$ cat config.mk
export PLATFORM = sky130hd
export DESIGN_NAME = dmem_arbiter_flat
export DESIGN_NICKNAME = d
export VERILOG_FILES = /design/src/rtl/dmem_arbiter_pkg.sv /design/src/rtl/dmem_arbiter_if.sv /design/src/rtl/dmem_arbiter_rr.sv /design/src/rtl/dmem_arbiter.sv /design/src/flat_wrapper.sv
export SDC_FILE = /design/constraint.sdc
export NUM_CORES = 1
export LEC_CHECK = 0
export CORE_AREA = 2 2 203 205
export CTS_CLUSTER_DIAMETER = 40
export DETAILED_ROUTE_END_ITERATION = 8
export DIE_AREA = 0 0 205 207
export GPL_TIMING_DRIVEN = 1
export MAX_ROUTING_LAYER = met4
export SETUP_SLACK_MARGIN = 0.3
export SKIP_CTS_REPAIR_TIMING = 1
export SKIP_LAST_GASP = 1
export SYNTH_ARGS = -nofsm -noshare
export SYNTH_HDL_FRONTEND = slang
export SYNTH_SLANG_ARGS = --single-unit
$ cat constraint.sdc
create_clock -name clk -period 1.72 [get_ports clk]
set_input_delay 0.344 -clock clk [delete_from_list [all_inputs] [get_ports clk]]
set_output_delay 0.344 -clock clk [all_outputs]
set_load 0.1 [all_outputs]
$ cat src/rtl/dmem_arbiter_pkg.sv
// Shared types and constants for the data-memory arbiter slice.
package dmem_arb_pkg;

   localparam int unsigned DEF_DEPTH  = 1024;
   localparam int unsigned DEF_ADDR_W = 64;
   localparam int unsigned DEF_DATA_W = 64;

   localparam logic PORT_CPU    = 1'b0;
   localparam logic PORT_LOADER = 1'b1;

   typedef enum logic {
      IDLE   = 1'b0,
      ACCESS = 1'b1
   } state_e;

   function automatic logic [1:0] port_onehot(input logic port);
      logic [1:0] oh;
      if (port == PORT_CPU) begin
         oh = 2'b01;
      end else begin
         oh = 2'b10;
      end
      return oh;
   endfunction

endpackage

$ cat src/rtl/dmem_arbiter_if.sv
// Request/response and memory-pin bundle between requesters, arbiter and memory.
interface dmem_arbiter_if
   import dmem_arb_pkg::*;
#(
   parameter int unsigned ADDR_W = DEF_ADDR_W,
   parameter int unsigned DATA_W = DEF_DATA_W
) ();

   logic [1:0]        req_valid;
   logic [1:0]        req_ready;
   logic [1:0]        req_write;
   logic [ADDR_W-1:0] req_addr0;
   logic [ADDR_W-1:0] req_addr1;
   logic [DATA_W-1:0] req_wdata0;
   logic [DATA_W-1:0] req_wdata1;
   logic [1:0]        rsp_valid;
   logic [DATA_W-1:0] rsp_rdata;
   logic              rsp_err;
   logic [ADDR_W-1:0] mem_address;
   logic [DATA_W-1:0] mem_write_data;
   logic              mem_read;
   logic              mem_write;
   logic [DATA_W-1:0] mem_read_data;
   logic              busy;

   modport slave (
      input  req_valid, req_write, req_addr0, req_addr1, req_wdata0, req_wdata1,
      input  mem_read_data,
      output req_ready, rsp_valid, rsp_rdata, rsp_err,
      output mem_address, mem_write_data, mem_read, mem_write, busy
   );

   modport master (
      output req_valid, req_write, req_addr0, req_addr1, req_wdata0, req_wdata1,
      output mem_read_data,
      input  req_ready, rsp_valid, rsp_rdata, rsp_err,
      input  mem_address, mem_write_data, mem_read, mem_write, busy
   );

endinterface

$ cat src/rtl/dmem_arbiter_rr.sv
// Two-way round-robin picker: a tie goes to the port that did not win last.
module rr_arbiter2 (
   input  logic [1:0] req,
   input  logic       last_grant,
   output logic [1:0] grant
);

   // One-hot grant from request vector and previous winner
   always_comb begin
      grant = 2'b00;
      case (req)
         2'b01:   grant = 2'b01;
         2'b10:   grant = 2'b10;
         2'b11:   grant = last_grant ? 2'b01 : 2'b10;
         default: grant = 2'b00;
      endcase
   end

endmodule

$ cat src/rtl/dmem_arbiter.sv
// Two-port arbiter and one-cycle access sequencer for the single-port data memory.
module dmem_arbiter
   import dmem_arb_pkg::*;
#(
   parameter int unsigned DEPTH  = DEF_DEPTH,
   parameter int unsigned ADDR_W = DEF_ADDR_W,
   parameter int unsigned DATA_W = DEF_DATA_W
) (
   input  logic          clk,
   input  logic          reset,
   dmem_arbiter_if.slave bus
);

   localparam logic [ADDR_W-1:0] DEPTH_A = ADDR_W'(DEPTH);

   state_e            state_q, state_d;
   logic              last_grant_q, last_grant_d;
   logic              cmd_port_q, cmd_port_d;
   logic              cmd_write_q, cmd_write_d;
   logic              cmd_in_range_q, cmd_in_range_d;
   logic [ADDR_W-1:0] mem_address_q, mem_address_d;
   logic [DATA_W-1:0] mem_write_data_q, mem_write_data_d;
   logic              mem_read_q, mem_read_d;
   logic              mem_write_q, mem_write_d;
   logic [1:0]        rsp_valid_q, rsp_valid_d;
   logic [DATA_W-1:0] rsp_rdata_q, rsp_rdata_d;
   logic              rsp_err_q, rsp_err_d;

   logic [1:0]        grant_s;
   logic [1:0]        req_ready_s;
   logic              sel_s;
   logic [ADDR_W-1:0] sel_addr_s;
   logic [DATA_W-1:0] sel_wdata_s;
   logic              sel_in_range_s;

   rr_arbiter2 u_rr (
      .req        (bus.req_valid),
      .last_grant (last_grant_q),
      .grant      (grant_s)
   );

   assign req_ready_s    = (state_q == IDLE && !reset) ? grant_s : 2'b00;
   assign sel_s          = grant_s[1] ? PORT_LOADER : PORT_CPU;
   assign sel_addr_s     = (sel_s == PORT_LOADER) ? bus.req_addr1 : bus.req_addr0;
   assign sel_wdata_s    = (sel_s == PORT_LOADER) ? bus.req_wdata1 : bus.req_wdata0;
   // Full-width compare: high address bits must not alias into the array
   assign sel_in_range_s = (sel_addr_s < DEPTH_A);

   // Next-state: accept in IDLE, issue strobes for one ACCESS cycle, then respond
   always_comb begin
      state_d          = state_q;
      last_grant_d     = last_grant_q;
      cmd_port_d       = cmd_port_q;
      cmd_write_d      = cmd_write_q;
      cmd_in_range_d   = cmd_in_range_q;
      mem_address_d    = mem_address_q;
      mem_write_data_d = mem_write_data_q;
      mem_read_d       = 1'b0;
      mem_write_d      = 1'b0;
      rsp_valid_d      = 2'b00;
      rsp_rdata_d      = rsp_rdata_q;
      rsp_err_d        = rsp_err_q;
      case (state_q)
         IDLE: begin
            if ((bus.req_valid & req_ready_s) != 2'b00) begin
               state_d          = ACCESS;
               last_grant_d     = sel_s;
               cmd_port_d       = sel_s;
               cmd_write_d      = bus.req_write[sel_s];
               cmd_in_range_d   = sel_in_range_s;
               mem_address_d    = sel_addr_s;
               mem_write_data_d = sel_wdata_s;
               mem_read_d       = !bus.req_write[sel_s] && sel_in_range_s;
               mem_write_d      = bus.req_write[sel_s] && sel_in_range_s;
            end else begin
               state_d = IDLE;
            end
         end
         ACCESS: begin
            state_d     = IDLE;
            rsp_valid_d = port_onehot(cmd_port_q);
            rsp_err_d   = !cmd_in_range_q;
            if (cmd_in_range_q && !cmd_write_q) begin
               rsp_rdata_d = bus.mem_read_data;
            end else begin
               rsp_rdata_d = {DATA_W{1'b0}};
            end
         end
         default: begin
            state_d = IDLE;
         end
      endcase
   end

   // State, command and response registers with synchronous reset
   always_ff @(posedge clk) begin
      if (reset) begin
         state_q          <= IDLE;
         last_grant_q     <= PORT_LOADER;
         cmd_port_q       <= PORT_CPU;
         cmd_write_q      <= 1'b0;
         cmd_in_range_q   <= 1'b0;
         mem_address_q    <= {ADDR_W{1'b0}};
         mem_write_data_q <= {DATA_W{1'b0}};
         mem_read_q       <= 1'b0;
         mem_write_q      <= 1'b0;
         rsp_valid_q      <= 2'b00;
         rsp_rdata_q      <= {DATA_W{1'b0}};
         rsp_err_q        <= 1'b0;
      end else begin
         state_q          <= state_d;
         last_grant_q     <= last_grant_d;
         cmd_port_q       <= cmd_port_d;
         cmd_write_q      <= cmd_write_d;
         cmd_in_range_q   <= cmd_in_range_d;
         mem_address_q    <= mem_address_d;
         mem_write_data_q <= mem_write_data_d;
         mem_read_q       <= mem_read_d;
         mem_write_q      <= mem_write_d;
         rsp_valid_q      <= rsp_valid_d;
         rsp_rdata_q      <= rsp_rdata_d;
         rsp_err_q        <= rsp_err_d;
      end
   end

   assign bus.req_ready      = req_ready_s;
   assign bus.rsp_valid      = rsp_valid_q;
   assign bus.rsp_rdata      = rsp_rdata_q;
   assign bus.rsp_err        = rsp_err_q;
   assign bus.mem_address    = mem_address_q;
   assign bus.mem_write_data = mem_write_data_q;
   assign bus.mem_read       = mem_read_q;
   assign bus.mem_write      = mem_write_q;
   assign bus.busy           = (state_q == ACCESS);

endmodule
$ cat src/flat_wrapper.sv
// flat-port wrapper written by rule: the top's interface ports become plain ports
module dmem_arbiter_flat import dmem_arb_pkg::*;
#(
   parameter int unsigned DEPTH  = DEF_DEPTH,
   parameter int unsigned ADDR_W = DEF_ADDR_W,
   parameter int unsigned DATA_W = DEF_DATA_W
)
  (clk, reset, bus_req_valid, bus_req_write, bus_req_addr0, bus_req_addr1, bus_req_wdata0, bus_req_wdata1, bus_mem_read_data, bus_req_ready, bus_rsp_valid, bus_rsp_rdata, bus_rsp_err, bus_mem_address, bus_mem_write_data, bus_mem_read, bus_mem_write, bus_busy);
  dmem_arbiter_if #(.ADDR_W(ADDR_W), .DATA_W(DATA_W)) bus_i ();
  input  logic clk;
  input  logic reset;
  input wire logic [$bits(bus_i.req_valid)-1:0] bus_req_valid;
  input wire logic [$bits(bus_i.req_write)-1:0] bus_req_write;
  input wire logic [$bits(bus_i.req_addr0)-1:0] bus_req_addr0;
  input wire logic [$bits(bus_i.req_addr1)-1:0] bus_req_addr1;
  input wire logic [$bits(bus_i.req_wdata0)-1:0] bus_req_wdata0;
  input wire logic [$bits(bus_i.req_wdata1)-1:0] bus_req_wdata1;
  input wire logic [$bits(bus_i.mem_read_data)-1:0] bus_mem_read_data;
  output wire logic [$bits(bus_i.req_ready)-1:0] bus_req_ready;
  output wire logic [$bits(bus_i.rsp_valid)-1:0] bus_rsp_valid;
  output wire logic [$bits(bus_i.rsp_rdata)-1:0] bus_rsp_rdata;
  output wire logic [$bits(bus_i.rsp_err)-1:0] bus_rsp_err;
  output wire logic [$bits(bus_i.mem_address)-1:0] bus_mem_address;
  output wire logic [$bits(bus_i.mem_write_data)-1:0] bus_mem_write_data;
  output wire logic [$bits(bus_i.mem_read)-1:0] bus_mem_read;
  output wire logic [$bits(bus_i.mem_write)-1:0] bus_mem_write;
  output wire logic [$bits(bus_i.busy)-1:0] bus_busy;
  assign bus_i.req_valid = bus_req_valid;
  assign bus_i.req_write = bus_req_write;
  assign bus_i.req_addr0 = bus_req_addr0;
  assign bus_i.req_addr1 = bus_req_addr1;
  assign bus_i.req_wdata0 = bus_req_wdata0;
  assign bus_i.req_wdata1 = bus_req_wdata1;
  assign bus_i.mem_read_data = bus_mem_read_data;
  assign bus_req_ready = bus_i.req_ready;
  assign bus_rsp_valid = bus_i.rsp_valid;
  assign bus_rsp_rdata = bus_i.rsp_rdata;
  assign bus_rsp_err = bus_i.rsp_err;
  assign bus_mem_address = bus_i.mem_address;
  assign bus_mem_write_data = bus_i.mem_write_data;
  assign bus_mem_read = bus_i.mem_read;
  assign bus_mem_write = bus_i.mem_write;
  assign bus_busy = bus_i.busy;
  dmem_arbiter #(.DEPTH(DEPTH), .ADDR_W(ADDR_W), .DATA_W(DATA_W)) u_core (.clk(clk), .reset(reset), .bus(bus_i));
endmodule
Met1 routing:
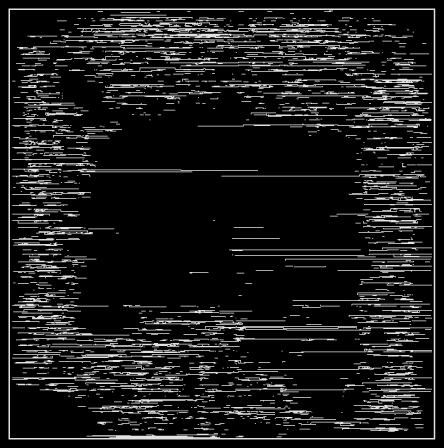
The longest straight run is 70.4 um. The layer holds 37% of the routed length. The layer carries 14500 um of wire.
grt met1 use: 18.2%
DR vias: 8956
WL final: 38900 um

M2 wires:
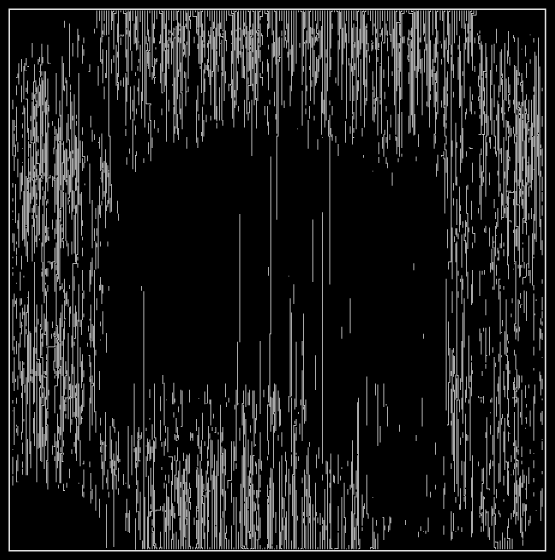
The longest straight run is 98.6 um. The layer holds 50% of the routed length. 1586 nets have wire on it.
routing usage on met2: 29.5%

The metal 3 layer:
Scale bar: 50 um.
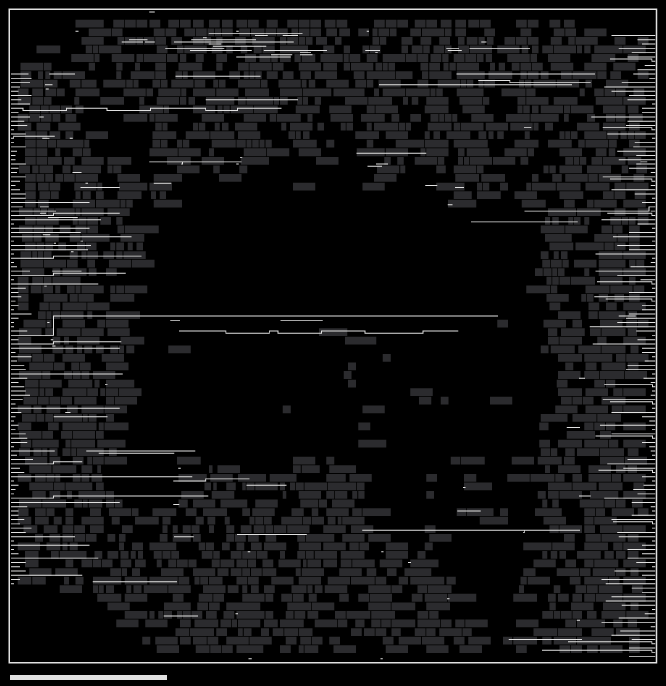
314 nets have wire on it. The layer carries 3580 um of wire. The wires run mostly horizontal. The layer holds 9.2% of the routed length.
met3 GRT Util: 5.46%

The metal 4 layer:
Scale bar: 50 um.
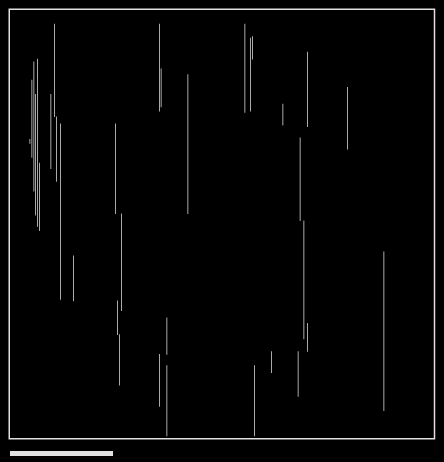
The layer holds 3.2% of the routed length. The longest straight run is 85.0 um.

Track usage over the die:
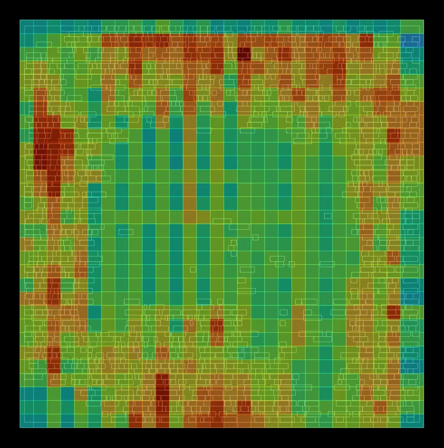
fin util: 47.0%
Top Usage Layer GRT: met2

==> ci_impl_report.md <==
### Metrics collected by this job

| Metric | Value |
|---|---|
| Status | finished, violations left |
| Violated checks | setup timing |
| Leak | 7.73 nW |
| Post-Syn Area | 7930 sq um |
| Syn_nets | 1115 |
| Nets | 1747 |
| Required @ worst endpoint | 1.38 ns |
| Slew at the pin closest to its max-slew limit | 0.761 ns |
| Unique cell types | 32 |
| M1 wire length | 14500 um |
| Most common cell in the netlist | dfxtp_1 |
| Clk latency late pin | 0.53 ns |
| HP Class | in2reg |
| Seq cells post-synth | 202 |
| Ao+oa area frac | 22.0% |
| Yosys xor share | 0% |
| # port buffers | 525 |
| Clock Path Buffers | 3 |
| Vias per inst | 4.51 |
| Slew Limit Fails | 0 |
| Reg2reg setup slack | 0.13 ns |
| H-Tree Depth | 2 |
| Row count | 74 |
| DP Wirelength | 28600 um |
| Setup slack after layout | -0.236 ns |
| Core Box Area | 40400 sq um |
| Die Ht | 207 um |
| GR Overflow Total | 0 |
| Post-Syn Instances | 789 |
| Sink Count | 202 |
| Die area | 42400 sq um |
| Largest net degree at the start of global routing | 87 |
| Antenna-violating nets left | 0 |
| Critical path class | reg2out |
| Final setup violation count | 2 |
| Ys async rst share | 0% |
| AND/OR/NAND/NOR Cells, Area Fraction | 15.1% |
| TritonCTS Buffers | 39 |
| RSZ-0062 raised after global routing | yes |
==> cell type report <==
type / instances / area share (%)
clock inverter: 26 / 1.96
timing repair buffer: 663 / 45.3
inverter: 4 / 0.138
sequential: 202 / 22.5
multi-input combinational: 511 / 21.0
tap: 532 / 3.51
clock buffer: 46 / 5.60
antenna: 1 / 0.0132
==> critical path, cell delays in order, from the launching register on <==
cell and delay (ns):
dfxtp_4 0.36, nor2_4 0.22, nand3_4 0.13, buf_6 0.14, clkinvlp_4 0.07, buf_12 0.17
==> where the power goes <==
group	internal (W)	switching, W
registers	0.00512	0.000427
clock network	0.00554	0.00273
logic	0.00274	0.00391
==> path summary, 6_finish.rpt <==
kind	start	end	cells after the start
min	bus_req_addr1[54]	u_core.bus.mem_address[54]	3
min reg2reg	u_core.cmd_port_q	u_core.bus.rsp_valid[0]	1
max reg2reg	u_core.bus.busy	u_core.bus.mem_address[7]	8
max	u_core.bus.busy	bus_req_ready[0]	5
==> state kept, by name (all words and copies together) (netlist names) <==
name and count:
u_core.bus.mem_read 1, u_core.cmd_port_q 1, u_core.cmd_in_range_q 1, u_core.bus.mem_write 1, u_core.bus.rsp_err 1, u_core.bus.mem_address 64, u_core.bus.mem_write_data 64, u_core.bus.rsp_valid 2
u_core.cmd_write_q 1, u_core.last_grant_q 1, u_core.bus.rsp_rdata 64, u_core.bus.busy 1
==> metrics by stage <==
step	instances	setup TNS, ns	setup WS (ns)	instance area (sq um)	total power (W)
final	1985	-0.462	-0.236	19000	0.0205
after global routing	1985	-0.620	-0.326	19000	0.0212
after CTS	1948	-1.49	-0.349	17800	0.0204
after detailed placement	1876	-31.20	-0.873	16400	0.0120
after global placement	1876	-29.13	-0.874	16400	0.0119
after floorplan	789	0	0.00664	7970	0.00887
Power and IR drop assume default switching activity.
